Figure 1. Sequential cells grouped by signal name.
Scale bar: 20 um. Other sequential cells in the stronger grey, the rest of the logic in the fainter grey.
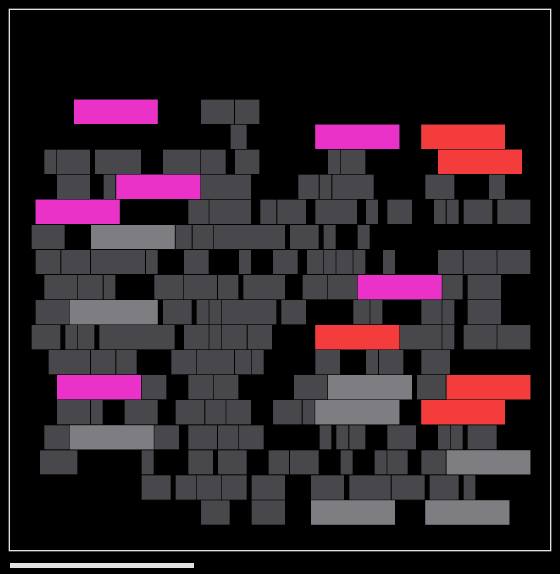
Figure 2. Clock network drawn from the DEF.
Scale bar: 20 um.
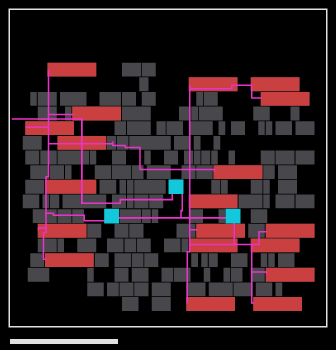
Figure 3. Signal wires by layer.
Scale bar: 20 um. Two of the layers only.
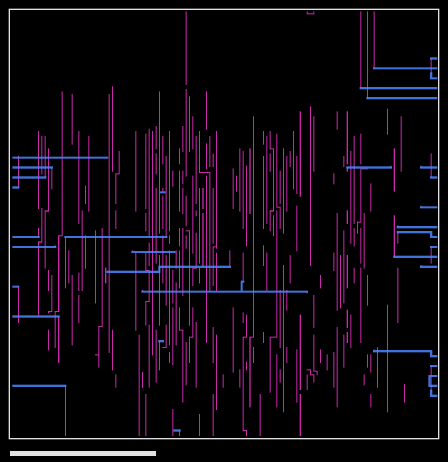
Figure 4. Placement by cell class.
Fill, decap, tap and diode cells in grey.
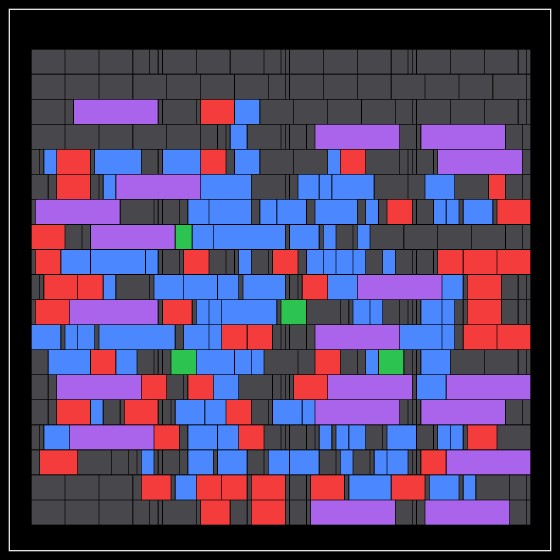
Figure 5. The clock network.
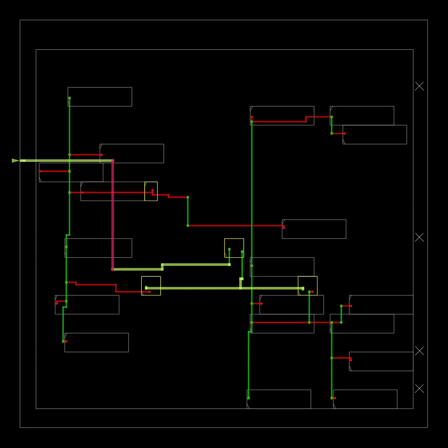
Design dpram_fifo_ctrl_flat, sky130hd; sources not shown.
==> results.json <==
{
  "largest_register_ff_count": 6,
  "common_cells": "dfrtp_1, nor2_1, nand2_1, buf_4, xor2_1",
  "cpLargestDelayFamily": "simple AND/OR/NAND/NOR gates",
  "post_cts_resized": 12,
  "drc": 4,
  "grt_pass1_wl_mm": 5.016,
  "period_used_pct": 96.01,
  "wl_met1_mm": 1.219,
  "setup_violations": 0,
  "slew_headroom_pct": 80.78,
  "yosys_most_used_dff": "dfrtp_1",
  "tool_warnings": 28,
  "vdd_drop_max_v": 0.0004982,
  "crit_chain": "clkdlybuf4s50_1 -> nand2b_4 -> or4_4 -> o21a_1 -> mux2i_4 -> inv_2 -> o31ai_2",
  "async_flop_share_pct": 100.0,
  "violations": "DRC",
  "crit_slowest_cell": "or4_4",
  "ys_seq_elements": 19,
  "post-cts-setup-buffers": 1,
  "clkCellAreaFrac_pct": 1.705,
  "sh_comb_area_pct": 39.84,
  "fp_nets": 143,
  "grt_util_met2_pct": 32.74,
  "dr_wl_met2_mm": 1.516,
  "vias_per_cell": 5.330,
  "synthAoiAreaFrac_pct": 10.79,
  "internal_power_uw": 866.0,
  "synthDistinctLibCells": 38,
  "maxCapViolCount": 0,
  "fin_cells": 194,
  "whs_ns": 0.2310,
  "lay_top_cells": "buf_4, clkdlybuf4s50_1, dfrtp_1",
  "dr_wl_met3_um": 184,
  "grt-ovfl-total": 0,
  "drt_iter0_markers": 65,
  "run_status": "finished, violations left",
  "cts_tree": "done",
  "drtPass1Iterations": 8,
  "r2r_cells": 6,
  "hold_path_class": "primary input to asynchronous set/reset pin",
  "slew_viol_final": 0,
  "inv_count": 5,
  "gp_congestion": 0.8066,
  "fp_util_pct": 42.60
}
Back to the opening pictures, Figure 1:
netlist name	colour	sequential cells
`u_core.wptr`	red	5
`u_core.count`	magenta	6
not coloured	8
register area: 476.7 um2
fraction of area in registers: 29.53%

Back to the opening pictures, Figure 2:
[clock wires] magenta | length: 268 um
[flip-flops] red | count: 19
[cells driving clock nets] cyan | count: 3
routed clock nets	4
Clk. pwr: 199 uW
clock share of power: 14.0%
Clk Latency, worst-skew pair: 0.30 ns

Back to the opening pictures, Figure 3:
layer	colour	wire length
met3	blue	184 um
met2	magenta	1520 um
WL per Instance: 15.36 um
routed vias: 1034
final wirelength: 2.980 mm

Back to the opening pictures, Figure 4:
class	colour	cells	share of their area
flip-flops	purple	19	30%
other buffers and delay cells	red	47	26%
all other logic	blue	93	42%
clock drivers and dummy loads	green	4	1.7%
Finished Cell Area: 1614 um2
Rows: 19
Std-Cell Core Area: 2805 um2
fin util: 57.54%

Back to the opening pictures, Figure 5:
Final Skew: 0.001496 ns
flip-flops: 19
final-layout clock buffer total: 3
total CTS buffers: 3
total clock sinks: 19

Power is estimated from default activity; no workload was simulated.
